Fig. 1: run 1, floorplan with the power grid
The bar under the picture is 20 um long. Pins as bars on the die edge.
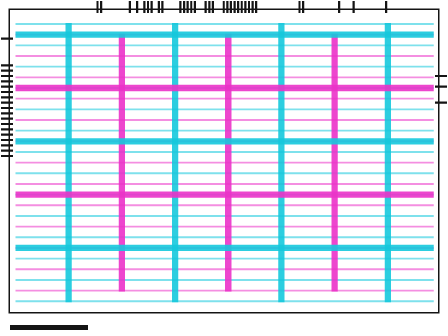
Fig. 2: run 1, cell classes on the final placement
The bar under the picture is 20 um long.
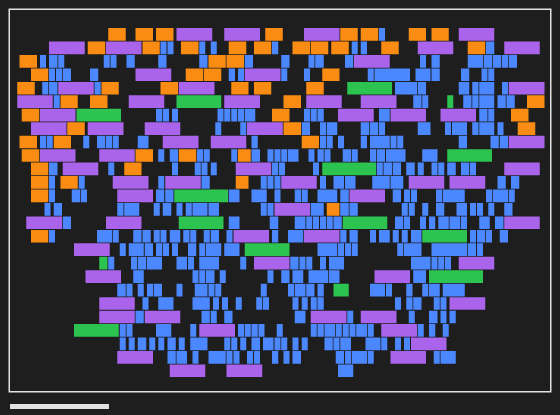
Fig. 3: run 1, routed clock nets over the placement
The bar under the picture is 20 um long.
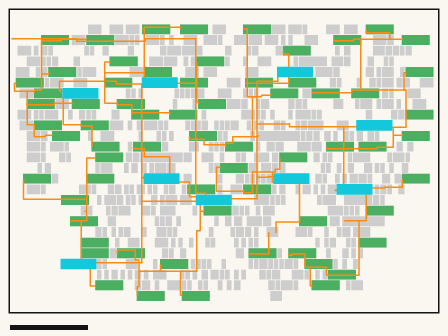
### src/rtl/ro_measure_sequencer.sv
// Sequences one ring-oscillator aging measurement: stress, settle, clear, gate, capture.
// Single-shot on start, or back-to-back while auto_run is held high.
module ro_measure_sequencer #(
    parameter int STRESS_CYCLES = 1000,
    parameter int SETTLE_CYCLES = 16,
    parameter int GATE_CYCLES   = 1000000,
    parameter int CAPTURE_DLY   = 3,
    parameter int TW            = 32
) (
    input  logic        fpga_clk1,
    input  logic        reset,
    input  logic        start,
    input  logic        auto_run,
    input  logic        mode_sel,
    input  logic [15:0] cnt_value,
    output logic        ro_mode,
    output logic        ro_stress,
    output logic        cnt_clear,
    output logic        cnt_en,
    output logic [15:0] value_out,
    output logic        value_valid,
    output logic        busy,
    output logic [7:0]  run_count,
    output logic [2:0]  dbg_state_o
);

    typedef enum logic [2:0] {
        IDLE   = 3'd0,
        STRESS = 3'd1,
        SETTLE = 3'd2,
        CLEAR  = 3'd3,
        GATE   = 3'd4,
        HOLD   = 3'd5,
        DONE   = 3'd6
    } state_e;

    localparam logic [TW-1:0] ONE_T    = TW'(1);
    localparam logic [TW-1:0] STRESS_T = TW'(STRESS_CYCLES);
    localparam logic [TW-1:0] SETTLE_T = TW'(SETTLE_CYCLES);
    localparam logic [TW-1:0] GATE_T   = TW'(GATE_CYCLES);
    localparam logic [TW-1:0] DLY_T    = TW'(CAPTURE_DLY);

    // A zero-length stress phase means every run begins directly in SETTLE.
    localparam state_e        FIRST_S  = (STRESS_CYCLES == 0) ? SETTLE : STRESS;
    localparam logic [TW-1:0] FIRST_T  = (STRESS_CYCLES == 0) ? SETTLE_T : STRESS_T;

    state_e        state_q, state_d;
    logic [TW-1:0] timer_q, timer_d;
    logic          mode_q, mode_d;
    logic          capture;

    logic          ro_mode_q, ro_stress_q, cnt_clear_q, cnt_en_q;
    logic          value_valid_q, busy_q;
    logic [15:0]   value_out_q;
    logic [7:0]    run_count_q;

    always_comb begin
        state_d = state_q;
        timer_d = timer_q;
        mode_d  = mode_q;
        capture = 1'b0;
        case (state_q)
            IDLE: begin
                timer_d = '0;
                if (start) begin
                    mode_d  = mode_sel;
                    state_d = FIRST_S;
                    timer_d = FIRST_T;
                end
            end
            STRESS: begin
                timer_d = timer_q - ONE_T;
                if (timer_q == ONE_T) begin
                    state_d = SETTLE;
                    timer_d = SETTLE_T;
                end
            end
            SETTLE: begin
                timer_d = timer_q - ONE_T;
                if (timer_q == ONE_T) begin
                    state_d = CLEAR;
                    timer_d = '0;
                end
            end
            CLEAR: begin
                state_d = GATE;
                timer_d = GATE_T;
            end
            GATE: begin
                timer_d = timer_q - ONE_T;
                if (timer_q == ONE_T) begin
                    state_d = HOLD;
                    timer_d = DLY_T;
                end
            end
            HOLD: begin
                timer_d = timer_q - ONE_T;
                if (timer_q == ONE_T) begin
                    state_d = DONE;
                    timer_d = '0;
                    capture = 1'b1;
                end
            end
            DONE: begin
                // start is ignored here; only auto_run can restart from DONE.
                if (auto_run) begin
                    mode_d  = mode_sel;
                    state_d = FIRST_S;
                    timer_d = FIRST_T;
                end else begin
                    state_d = IDLE;
                end
            end
            default: begin
                state_d = IDLE;
                timer_d = '0;
            end
        endcase
    end

    // Outputs are registered from the next state so they line up with the state register.
    always_ff @(posedge fpga_clk1) begin
        if (reset) begin
            state_q       <= IDLE;
            timer_q       <= '0;
            mode_q        <= 1'b0;
            ro_mode_q     <= 1'b0;
            ro_stress_q   <= 1'b0;
            cnt_clear_q   <= 1'b0;
            cnt_en_q      <= 1'b0;
            value_out_q   <= '0;
            value_valid_q <= 1'b0;
            busy_q        <= 1'b0;
            run_count_q   <= '0;
        end else begin
            state_q       <= state_d;
            timer_q       <= timer_d;
            mode_q        <= mode_d;
            ro_stress_q   <= (state_d == STRESS);
            ro_mode_q     <= mode_d && (state_d inside {SETTLE, CLEAR, GATE, HOLD});
            cnt_clear_q   <= (state_d == CLEAR);
            cnt_en_q      <= (state_d == GATE);
            value_valid_q <= (state_d == DONE);
            busy_q        <= (state_d != IDLE);
            if (capture) begin
                value_out_q <= cnt_value;
            end
            if (state_d == DONE) begin
                run_count_q <= run_count_q + 8'd1;
            end
        end
    end

    assign ro_mode     = ro_mode_q;
    assign ro_stress   = ro_stress_q;
    assign cnt_clear   = cnt_clear_q;
    assign cnt_en      = cnt_en_q;
    assign value_out   = value_out_q;
    assign value_valid = value_valid_q;
    assign busy        = busy_q;
    assign run_count   = run_count_q;
    assign dbg_state_o = state_q;

endmodule

### config.mk
export PLATFORM = sky130hd
export DESIGN_NAME = ro_measure_sequencer
export DESIGN_NICKNAME = d
export VERILOG_FILES = /design/src/rtl/ro_measure_sequencer.sv
export SDC_FILE = /design/constraint.sdc
export NUM_CORES = 1
export LEC_CHECK = 0
export ABC_AREA = 1
export CAP_MARGIN = 10
export CORE_ASPECT_RATIO = 0.7
export CORE_UTILIZATION = 42
export DETAILED_ROUTE_END_ITERATION = 8
export GPL_ROUTABILITY_DRIVEN = 0
export PLACE_DENSITY = 0.64
export SYNTH_ARGS = -nofsm -noshare
export SYNTH_HDL_FRONTEND = slang
export SYNTH_SLANG_ARGS = --single-unit
export TNS_END_PERCENT = 1
### constraint.sdc
create_clock -name fpga_clk1 -period 2.99 [get_ports fpga_clk1]
set_input_delay 0.4485 -clock fpga_clk1 [delete_from_list [all_inputs] [get_ports fpga_clk1]]
set_output_delay 0.4485 -clock fpga_clk1 [all_outputs]
set_load 0.01 [all_outputs]
==> results_slide.txt, run 1 <==
Implementation Results

Flow run
  • Tool warnings: 27
  • MaxCap Viol Count: 0

CTS
  • CTS Buf Count: 9
  • Reg clk slew, reported paths: approximately 0.060 ns
  • CTS resizes: 0
  • H-Tree Depth: 3
  • CTS root buf: clkbuf_16
  • CTS sink cnt: 66
  • Clk latency late pin: roughly 0.34 ns
  • CTS tree: done

Yosys
  • XOR/XNOR Fraction of Synth Area: around 6%
  • Synth warn: 0
  • Asr flop ratio synth: 0%
  • Registers, synthesis: 66
  • Avg Cell Area, Syn: 7.02 um^2
  • Flip-flops with a built-in enable: 0
  • Mapped Area: around 3400 um^2
  • Yosys Instances: about 480
  • Adder Area Share: under 10%
  • Most numerous cell in the Yosys netlist: nor2_1
  • Top non-seq family: simple AND/OR/NAND/NOR gates
  • Simple-Gate Fraction of Synth Area: a little under two fifths
  • Register share after synthesis: 39.1%
  • Post-synth top area cell: dfxtp_1
  • Synth cell count leaders: nor2_1, nand2_1, dfxtp_1, inv_1, nand3_1

Global routing
  • Met2 GRT Util: roughly a third
  • Initial antenna violation count: 0
  • Global-route met3 utilization: 6.29%
  • Total grt overflow: 0
  • First-pass GRT wire length: approximately 15000 um
  • Vias in the first global route: 2954
  • Grt met1 use: 32.1%
  • Pin count of the biggest net entering global routing: 24

Timing
  • Max transition margin: 55.1%
  • Number of hold violations in the final report: 0
  • Slew Viols, Final: 0
  • Least-Margin Pin Slew: a little under 0.7 ns
  • Setup WS post-layout: 0.975 ns
  • Hold Slack: roughly 0.46 ns
  • RSZ-0062 raised after global routing: no
  • Fin crit share: ~67%
  • Final setup vio count: 0

Status
  • Status: finished, final reports clean

Worst setup path
  • Depth of the most critical reg-to-reg path: 11
  • CP Class: flip-flop to flip-flop
  • Setup crit start kind: flip-flop
  • Critical Path End Type: flip-flop
  • Max Fanout on Critical Path: 13
  • Worst path required time: between 3 and 4 ns
  • CP Data Arrival Time: around 2.3 ns
  • Worst reg2reg endpoint: timer_q[6]

Detailed routing
  • Total Wirelength: a little under 9000 um
  • Drt wl/cell: 13.6 um
  • M1 WL: roughly 4400 um
  • Drt pass-1 iters: 5
  • Met2 wire len: between 3000 and 4000 um
  • Post-DR vias/cell: ~5
  • Initial drt markers: ~250
  • # DRC: 0
  • Top layer in use: met4

Placement
  • Dpl cells: 623
  • Area post-placement: 3980 um^2
  • Setup WS pre-CTS: slightly above 0.9 ns
  • DP HPWL: 6190 um
  • Port buffer count: approximately 53

Hold path
  • Hold Path Stages: 2
  • Min-Delay Endpoint: mode_q
  • Worst min path class: flip-flop to flip-flop
  • Hold Crit Start: mode_q

Layout
  • Dominant logic cell type in the layout: nor2_1
  • Cell area after layout: ~4300 um^2
  • Register area: roughly 1300 um^2
  • Logic cell area: approximately 1800 um^2
  • Most frequent cells in the layout: nor2_1, nand2_1, dfxtp_1
  • Share of layout cells above drive strength 1: under 10%
  • Layout Cells excl Fill: ~640
  • Synth-to-Final Area Change: 27.9%
  • Nets@finish: ~560

Die
  • Ports: roughly 54
  • Fp util: ~45%
  • Row cnt: 26

Pwr
  • Sw Share: around 27%
  • Top power group: the clock network
  • Clock power frac: 46.0%
  • Pleak: ~1.9 nW
  • Combinational fraction of design power: between 15 and 20%
  • Sequential share of power: approximately 36%
  • Switching power: slightly above 0.0007 W
## Picture notes: Fig. 1
Key: magenta = VDD; cyan = VSS
27 met1 rails follow the rows. 7 straps on met4. 54 signal pins sit on the boundary. 5 straps on met5. The core has 26 rows.
core area: 7550 um^2
Die Ht: 77.0 um
Die X: 109 um
peak supply drop: 0.351 mV

## Picture notes: Fig. 2
Key: purple = flip-flops [cells 66, share of their area 32%]; green = clock drivers and dummy loads [cells 15, share of their area 7.9%]; blue = all other logic [cells 403, share of their area 47%]; orange = other buffers and delay cells [cells 56, share of their area 13%]
fraction of area in registers: 30.6%
fin util: 57.2%

## Picture notes: Fig. 3
Key: cyan = cells driving clock nets [count 9]; orange = clock wires [length 965 um]; green = flip-flops [count 66]
Position of the flops: all over the die.
clk_skew: 0.00864 ns
Clk. pwr: 0.00120 W

[run 1: final cells by class]
type,instances,share of cell area (%)
Clock buffer,10,5.30
Clock inverter,5,2.41
Inverter,47,4.14
Multi-Input combinational cell,356,41.9
Sequential cell,66,30.6
Tap cell,98,2.84
Timing Repair Buffer,56,12.8
[run 1: registers in the layout, summed over array words and instances, names as in the netlist, 3 cells and up]
signal,cells
dbg_state_o,3
run_count,8
timer_q,32
value_out,16
[run 1: critical path: stages (launching register included)]
cell and delay [ns]:
dfxtp_1 0.35, inv_1 0.08, ha_1 0.21, inv_1 0.06, nor2_1 0.05, nand2_1 0.06, nor2_1 0.05, nand2_2 0.10
nor2_8 0.07, nor2_2 0.52, nand3_1 0.21, a31oi_1 0.19
==> run 1 -> run 2 <==
==> constraint.sdc (replaced) <==
create_clock -name fpga_clk1 -period 1.9 [get_ports fpga_clk1]
set_input_delay 0.285 -clock fpga_clk1 [delete_from_list [all_inputs] [get_ports fpga_clk1]]
set_output_delay 0.285 -clock fpga_clk1 [all_outputs]
set_load 0.01 [all_outputs]
Fig. 4: run 2, floorplan with the power grid
The bar under the picture is 20 um long. Pins as bars on the die edge.
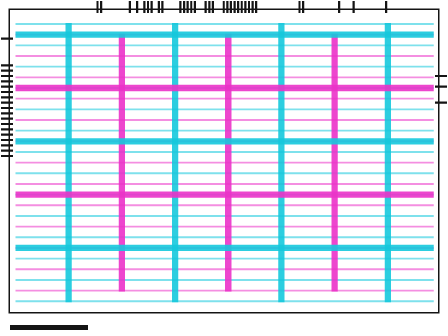
Key: magenta = VDD; cyan = VSS
7 straps on met4. 54 signal pins sit on the boundary. 27 met1 rails follow the rows.

==> run 2 against run 1 <==
Net effect: via count grew 2.2%; non-clock buffer count grew 17; critical endpoint is now timer_q[22]; global-route usage grew 0.38 points; flip-flop count is the same; clock power grew 27%; worst hold slack gained 0.0058 ns; cell area grew 2.6%; setup slack lost 0.87 ns; cell count grew 2.8%; wire length grew 2.9%; register-to-register slack lost 0.87 ns.
==> results_slide.txt, run 2 <==
Implementation Results

Worst setup path
  • CP Data Arrival Time: 2.02 ns (was 2.27 ns)
  • Depth of the most critical reg-to-reg path: 9 (was 11)
  • Crit. path cell count: 9 (was 11)
  • Critical Path End Type: flip-flop (unchanged)
  • CP Class: flip-flop to flip-flop (unchanged)
  • CP Cell Sequence: inv_1 -> ha_2 -> nand3_1 -> nor2_4 -> nand3_2 -> nor2_2 -> nand3_1 -> xor2_1 -> nor2_1 (was inv_1 -> ha_1 -> inv_1 -> nor2_1 -> nand2_1 -> nor2_1 -> nand2_2 -> nor2_8 -> nor2_2 -> nand3_1 -> a31oi_1)
  • CP peak stage delay: 0.33 ns (was 0.52 ns)
  • Buf/Inv on CP: 1 (was 2)
  • CP max-delay cell: dfxtp_1 (was nor2_2)
  • Setup crit start kind: flip-flop (unchanged)
  • Max Fanout on Critical Path: 6 (was 13)
  • Crit path top cell by count: nand3_1
  • Worst reg2reg endpoint: timer_q[22] (was timer_q[6])
  • Worst path required time: 2.13 ns (was 3.25 ns)

Detailed routing
  • Met2 wire len: 3750 um (was 3550 um)
  • Top layer in use: met4 (unchanged)
  • Initial drt markers: 200 (was 253)
  • Post-DR vias/cell: 4.99 (was 5.02)
  • M1 WL: 4530 um (was 4420 um)
  • Drt pass-1 iters: 5 (unchanged)
  • Total Wirelength: 8900 um (was 8650 um)
  • Met3 WL: 493 um (was 533 um)
  • Drt wl/cell: 13.6 um (about the same)

Global routing
  • Grt met1 use: 32.8% (was 32.1%)
  • Met2 GRT Util: 31.4% (was 32.1%)
  • First-pass GRT wire length: 14500 um (about the same)
  • Initial antenna violation count: 0 (unchanged)
  • Total grt overflow: 0 (unchanged)
  • Global-route met3 utilization: 7.23% (was 6.29%)
  • Vias in the first global route: 2917 (was 2954)

CTS
  • H-Tree Depth: 3 (unchanged)
  • CTS tree: done (unchanged)
  • CTS root buf: clkbuf_16 (unchanged)
  • CTS sink cnt: 66 (unchanged)
  • CTS Buf Count: 9 (unchanged)

Layout
  • Most frequent cells in the layout: nor2_1, nand2_1, dfxtp_1 (unchanged)
  • Synth-to-Final Area Change: 31.2% (was 27.9%)
  • Largest Register: timer_q (unchanged)
  • Nets@finish: 577 (was 560)
  • Dominant logic cell type in the layout: nor2_1 (unchanged)
  • Fin util: 58.7% (was 57.2%)
  • Max reg flops: 32 (unchanged)
  • Share of layout cells above drive strength 1: 14.2% (was 8.89%)
  • Cell area after layout: 4430 um^2 (was 4320 um^2)

Timing
  • Number of hold violations in the final report: 0 (unchanged)
  • Fin crit share: 94.4% (was 67.4%)
  • Final setup vio count: 0 (unchanged)
  • Slew Viols, Final: 0 (unchanged)
  • Least-Margin Pin Slew: 0.361 ns (was 0.673 ns)
  • RSZ-0062 raised after global routing: yes (was no)
  • Clk_skew: 0.00651 ns (was 0.00864 ns)

Pwr
  • Sw Share: 31.3% (was 27.5%)
  • Switching power: 0.00119 W (was 0.000716 W)
  • Top power group: the clock network (unchanged)
  • Clk. pwr: 0.00152 W (was 0.00120 W)
  • Pleak: 1.98 nW (was 1.91 nW)
  • Combinational fraction of design power: 21.0% (was 17.8%)
  • Peak supply drop: 0.494 mV (was 0.351 mV)
  • Clock power frac: 40.0% (was 46.0%)
  • Sequential share of power: 39.0% (was 36.2%)

Yosys
  • Synth cell count leaders: nor2_1, nand2_1, dfxtp_1, inv_1, nand3_1 (unchanged)
  • Post-synth top area cell: dfxtp_1 (unchanged)
  • Most numerous cell in the Yosys netlist: nor2_1 (unchanged)
  • Top non-seq family: simple AND/OR/NAND/NOR gates (unchanged)
  • Mapped Area: 3380 um^2 (unchanged)
  • XOR/XNOR Fraction of Synth Area: 5.97% (unchanged)
  • Asr flop ratio synth: 0% (unchanged)
  • Registers, synthesis: 66 (unchanged)
  • Avg Cell Area, Syn: 7.02 um^2 (unchanged)
  • Flip-flops with a built-in enable: 0 (unchanged)
  • Yosys Instances: 481 (unchanged)
  • Synth warn: 0 (unchanged)
  • Simple-Gate Fraction of Synth Area: 37.4% (unchanged)
  • Register share after synthesis: 39.1% (unchanged)

Die
  • Core area: 7550 um^2 (unchanged)
  • Die Ht: 77.0 um (unchanged)
  • Fp util: 44.7% (unchanged)
  • Ports: 54 (unchanged)
  • Row cnt: 26 (unchanged)
  • Die X: 109 um (unchanged)

Placement
  • Setup WS pre-CTS: -0.0537 ns (was 0.915 ns)
  • DP HPWL: 6520 um (was 6190 um)
  • Port buffer count: 53 (unchanged)

Hold path
  • Worst min path class: flip-flop to flip-flop (unchanged)
  • Min-Delay Endpoint: mode_q (unchanged)
  • Hold Crit Start: mode_q (unchanged)
  • Hold Path Stages: 2 (unchanged)

Flow run
  • Tool warnings: 28 (was 27)

Status
  • Status: finished, final reports clean (unchanged)
run 2: cell counts after synthesis:
No cell type changed its count.
run 2: through the flow:
stage / TNS (ns) / std cells / hold slack, ns
4_1_cts: 0 / 655 / 0.466
2_1_floorplan: 0 / 481 / 0.358
5_1_grt: -0.0373 / 656 / 0.489
6_report: 0 / 656 / 0.468
3_3_place_gp: -0.0565 / 639 / 0.454
3_5_place_dp: -0.105 / 639 / 0.458
run 2: final cells by class:
cell class                 count  area [um^2]
multi-input combinational    356         1850
sequential                    66         1320
tap                           98          123
inverter                      47          179
fill                         703         3120
clock buffer                   9          225
timing repair buffer          73          684
clock inverter                 7         46.3
run 2: timing repair:
item,CTS,global route
gates resized,2,13
buffers inserted,0,1
pin swaps,0,3
endpoints found under the setup margin,3,47
No activity file was given, so power comes from the tool's default toggle rates.
